==> src/rtl/event_bcd_counter_pkg.sv <==
// Shared types and seven-segment constants for the event BCD counter.
package event_cnt_pkg;

  typedef logic [3:0] bcd_digit_t;

  localparam int DIGITS_MAX = 4;

  // Active-low segments ordered {g,f,e,d,c,b,a}
  localparam logic [6:0] SEG_0     = 7'b1000000;
  localparam logic [6:0] SEG_1     = 7'b1111001;
  localparam logic [6:0] SEG_2     = 7'b0100100;
  localparam logic [6:0] SEG_3     = 7'b0110000;
  localparam logic [6:0] SEG_4     = 7'b0011001;
  localparam logic [6:0] SEG_5     = 7'b0010010;
  localparam logic [6:0] SEG_6     = 7'b0000010;
  localparam logic [6:0] SEG_7     = 7'b1111000;
  localparam logic [6:0] SEG_8     = 7'b0000000;
  localparam logic [6:0] SEG_9     = 7'b0010000;
  localparam logic [6:0] SEG_BLANK = 7'b1111111;

endpackage

==> src/rtl/event_bcd_counter_if.sv <==
// Event strobe/control inputs and count/display outputs of the event BCD counter.
interface event_bcd_counter_if #(
  parameter int DIGITS = 2
);

  logic                  pulse_in;
  logic                  enable;
  logic                  clear;
  logic [4*DIGITS-1:0]   count_bcd;
  logic [7*DIGITS-1:0]   hex;
  logic                  overflow;

  modport master (
    output pulse_in, enable, clear,
    input  count_bcd, hex, overflow
  );

  modport slave (
    input  pulse_in, enable, clear,
    output count_bcd, hex, overflow
  );

endinterface

==> src/rtl/event_bcd_counter_seg7_decoder.sv <==
// One BCD digit to active-low seven-segment pattern; non-BCD codes blank the display.
module seg7_decoder
  import event_cnt_pkg::*;
(
  input  bcd_digit_t  digit_i,
  output logic [6:0]  seg_o
);

  always_comb begin
    case (digit_i)
      4'd0:    seg_o = SEG_0;
      4'd1:    seg_o = SEG_1;
      4'd2:    seg_o = SEG_2;
      4'd3:    seg_o = SEG_3;
      4'd4:    seg_o = SEG_4;
      4'd5:    seg_o = SEG_5;
      4'd6:    seg_o = SEG_6;
      4'd7:    seg_o = SEG_7;
      4'd8:    seg_o = SEG_8;
      4'd9:    seg_o = SEG_9;
      default: seg_o = SEG_BLANK;
    endcase
  end

endmodule

==> src/rtl/event_bcd_counter.sv <==
// Rising-edge event counter in DIGITS BCD digits with per-digit HEX decode and sticky overflow.
// Define EVENT_CNT_SATURATE_EN to hold at all-9s on overflow instead of wrapping to zero.
module event_bcd_counter
  import event_cnt_pkg::*;
#(
  parameter int DIGITS = 2
)(
  input  logic              Clock,
  input  logic              Resetn,
  event_bcd_counter_if.slave bus
);

  logic                pulse_d_q;
  logic [4*DIGITS-1:0] count_q, count_d;
  logic                overflow_q, overflow_d;
  logic                event_w;
  logic                at_terminal;
  logic                carry;
  logic [7*DIGITS-1:0] hex_w;

  assign event_w = bus.pulse_in & ~pulse_d_q;

  // NOTE: defaults are assigned first so no branch leaves a signal unassigned (no latch).
  always_comb begin
    count_d     = count_q;
    overflow_d  = overflow_q;
    at_terminal = 1'b1;
    carry       = 1'b1;

    for (int i = 0; i < DIGITS; i++) begin
      if (count_q[i*4 +: 4] != 4'd9) at_terminal = 1'b0;
    end

    if (bus.clear) begin
      count_d    = '0;
      overflow_d = 1'b0;
    end else if (bus.enable && event_w) begin
      if (at_terminal) begin
        overflow_d = 1'b1;
`ifdef EVENT_CNT_SATURATE_EN
        count_d    = count_q;
`else
        count_d    = '0;
`endif
      end else begin
        // Ripple the carry upward; a digit at 9 rolls to 0 and passes it on
        for (int i = 0; i < DIGITS; i++) begin
          if (carry) begin
            if (count_q[i*4 +: 4] == 4'd9) begin
              count_d[i*4 +: 4] = 4'd0;
            end else begin
              count_d[i*4 +: 4] = count_q[i*4 +: 4] + 4'd1;
              carry             = 1'b0;
            end
          end
        end
      end
    end
  end

  // NOTE: non-blocking assignments so every register samples pre-edge values.
  always_ff @(posedge Clock or negedge Resetn) begin
    if (!Resetn) begin
      pulse_d_q  <= 1'b0;
      count_q    <= '0;
      overflow_q <= 1'b0;
    end else begin
      pulse_d_q  <= bus.pulse_in;
      count_q    <= count_d;
      overflow_q <= overflow_d;
    end
  end

  for (genvar g = 0; g < DIGITS; g++) begin : g_seg
    seg7_decoder u_seg (
      .digit_i (count_q[g*4 +: 4]),
      .seg_o   (hex_w[g*7 +: 7])
    );
  end

  assign bus.count_bcd = count_q;
  assign bus.hex       = hex_w;
  assign bus.overflow  = overflow_q;

endmodule

==> src/flat_wrapper.sv <==
// flat-port wrapper written by rule: the top's interface ports become plain ports
module event_bcd_counter_flat import event_cnt_pkg::*;
#(
  parameter int DIGITS = 2
)
  (Clock, Resetn, bus_pulse_in, bus_enable, bus_clear, bus_count_bcd, bus_hex, bus_overflow);
  event_bcd_counter_if #(.DIGITS(DIGITS)) bus_i ();
  input  logic Clock;
  input  logic Resetn;
  input wire logic [$bits(bus_i.pulse_in)-1:0] bus_pulse_in;
  input wire logic [$bits(bus_i.enable)-1:0] bus_enable;
  input wire logic [$bits(bus_i.clear)-1:0] bus_clear;
  output wire logic [$bits(bus_i.count_bcd)-1:0] bus_count_bcd;
  output wire logic [$bits(bus_i.hex)-1:0] bus_hex;
  output wire logic [$bits(bus_i.overflow)-1:0] bus_overflow;
  assign bus_i.pulse_in = bus_pulse_in;
  assign bus_i.enable = bus_enable;
  assign bus_i.clear = bus_clear;
  assign bus_count_bcd = bus_i.count_bcd;
  assign bus_hex = bus_i.hex;
  assign bus_overflow = bus_i.overflow;
  event_bcd_counter #(.DIGITS(DIGITS)) u_core (.Clock(Clock), .Resetn(Resetn), .bus(bus_i));
endmodule
==> config.mk <==
export PLATFORM = sky130hd
export DESIGN_NAME = event_bcd_counter_flat
export DESIGN_NICKNAME = d
export VERILOG_FILES = /design/src/rtl/event_bcd_counter_pkg.sv /design/src/rtl/event_bcd_counter_if.sv /design/src/rtl/event_bcd_counter_seg7_decoder.sv /design/src/rtl/event_bcd_counter.sv /design/src/flat_wrapper.sv
export SDC_FILE = /design/constraint.sdc
export NUM_CORES = 1
export LEC_CHECK = 0
export CORE_MARGIN = 2
export CORE_UTILIZATION = 40
export CTS_BUF_LIST = sky130_fd_sc_hd__clkbuf_4 sky130_fd_sc_hd__clkbuf_8
export DETAILED_ROUTE_END_ITERATION = 12
export PLACE_DENSITY = 0.69
export SETUP_SLACK_MARGIN = 0.2
export SLEW_MARGIN = 20
export SYNTH_ARGS = -nofsm -noshare
export SYNTH_HDL_FRONTEND = slang
export SYNTH_HIERARCHICAL = 1
export SYNTH_SLANG_ARGS = --single-unit
export TNS_END_PERCENT = 10
==> constraint.sdc <==
create_clock -name Clock -period 4.44 [get_ports Clock]
set_input_delay 0.888 -clock Clock [delete_from_list [all_inputs] [get_ports Clock]]
set_output_delay 0.888 -clock Clock [all_outputs]
set_load 0.02 [all_outputs]
run_1/m1.png
Scale bar: 20 um.
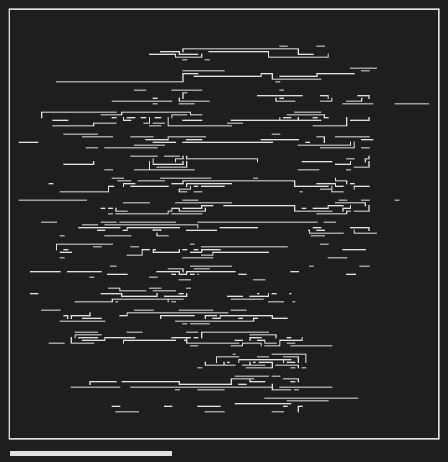
nets with wire on the layer: 137
main direction: horizontal
longest straight run: 17.5 um

run_1/util_map.png
Scale bar: 20 um. 11 x 11 tiles, from black (low) to pale yellow (high), 0 to 100% covered.
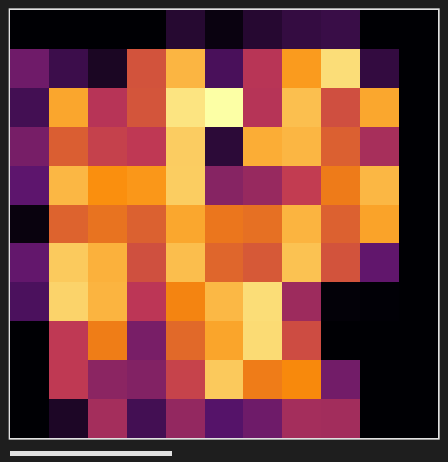
mean over tiles: 44%
tiles over 75% full: 25%
densest ninth of the die: center
emptiest ninth of the die: south-east
fullest tile: 100%
nearly empty tiles: 21%

==> qor.yml, run 1 <==
top_cell: "a21oi_1"
synth-edff-count: 0
vias: 919
peakVddDrop_uv: 158.6
min_period_over_period: 0.6849
ctsResizeCount: 0
cts_buffers: 3
ys_area_sq_um: 957.2
layout_min_cycle_time_ns: 3.041
p_comb_frac: 0.130
hold_slack_ns: 0.5487
nClkBuffers: 4
hp-start: "u_core/bus.overflow"
met2_length_um: 1009
relSlewSlack: 0.6733
flop-count: 10
top_area_frac: 0.2614
ys_ff: 10
critical_path_buf_inv_count: 2
seq-cell-share: 0.1972
drc_errors: 0
rows: 17
grt_use_met1: 0.2279
cts.hold.buffers_added: 0
syn_area_per_cell_sq_um: 7.976
postCtsSetupRepairBufs: 0
outcome: "completed"
die_h_um: 52.92
cts-root-buf: "clkbuf_4"
crit_fanout: 10
synth_area_sq_um: 957.2
grt_usage: 0.1748
logic_gate_count: 93
wl_met3_um: 80
grt_first_pass_wirelength_um: 3608
grt_antenna_before_repair: 0
switchingPower_mw: 0.04731
fmaxAchievable_mhz: 328.9
start_kind: "register"
layout_top_cell: "clkdlybuf4s50_1"
power.share.sequential: 0.467
ys_sh_aoi: 0.1935
fin_nets: 167
final.setup.tns_ns: 0
ff_type: "dfrtp_1"
synth-xor-area-share: 0
cts_tree: "yes"
run_1/route_heat.png
Scale bar: 20 um. 11 x 11 tiles, from black (low) to pale yellow (high), scaled to the fullest tile. Values are wire area over tile area, all layers added.
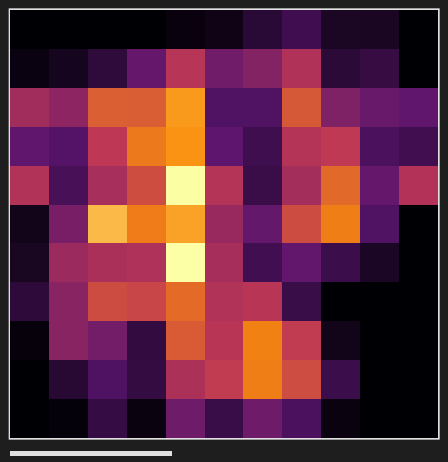
densest ninth of the die: center
nearly empty tiles: 17%
mean over tiles: 0.12

==> inputs of run 2 (changes only) <==
clock period = 3.05 ns   (was 4.44 ns; I/O delays follow)
run_2/m2.png
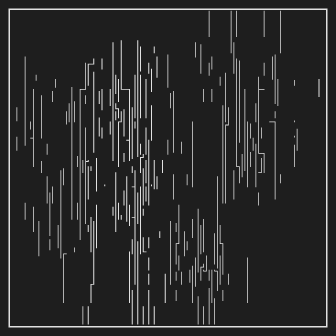
main direction: vertical
longest straight run: 25.2 um
nets with wire on the layer: 125

run_2/congestion_map.png
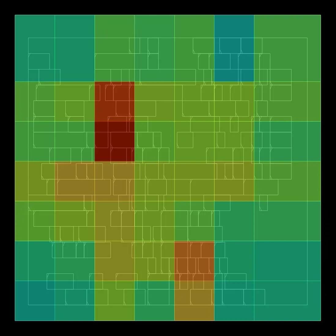
routed len/inst: 12.01 um
GRT Max-Usage Layer: met2

run_2/m1.png
Scale bar: 20 um.
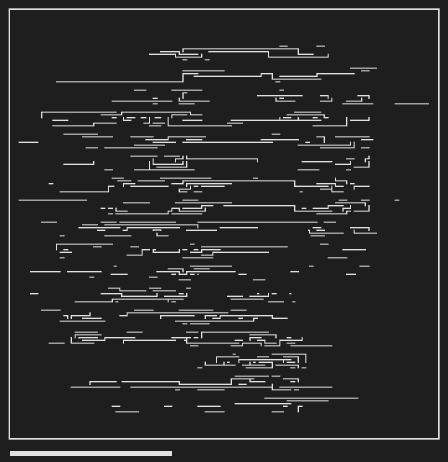
nets with wire on the layer: 137
wire length on this layer: 1010 um

==> qor.yml, run 2 <==
relSlewSlack: 0.6733
fmaxAchievable_mhz: 368.6
drc_errors: 0
top_cell: "a21oi_1"
p_comb_frac: 0.130
comb_share: 0.4941
postCtsSetupRepairBufs: 0
rows: 17
synth_area_sq_um: 957.2
logic_gate_count: 93
power.share.sequential: 0.467
peakVddDrop_uv: 230.9
cts_tree: "yes"
crit_fanout: 10
grt_use_met1: 0.2279
syn_area_per_cell_sq_um: 7.976
vias: 919
met2_length_um: 1009
die_h_um: 52.92
ys_ff: 10
seq-cell-share: 0.1988
ys_area_sq_um: 957.2
grt_first_pass_wirelength_um: 3608
outcome: "completed"
grt_max_degree: 18
fin_nets: 167
min_period_over_period: 0.8896
hold_slack_ns: 0.5487
flop-count: 10
hp-start: "u_core/bus.overflow"
ys_sh_aoi: 0.1935
cts_buffers: 3
layout_top_cell: "clkdlybuf4s50_1"
cts.hold.buffers_added: 0
grt_antenna_before_repair: 0
start_kind: "register"
ff_type: "dfrtp_1"
nClkBuffers: 4
synth-xor-area-share: 0
wl_met3_um: 80
grt_usage: 0.1748
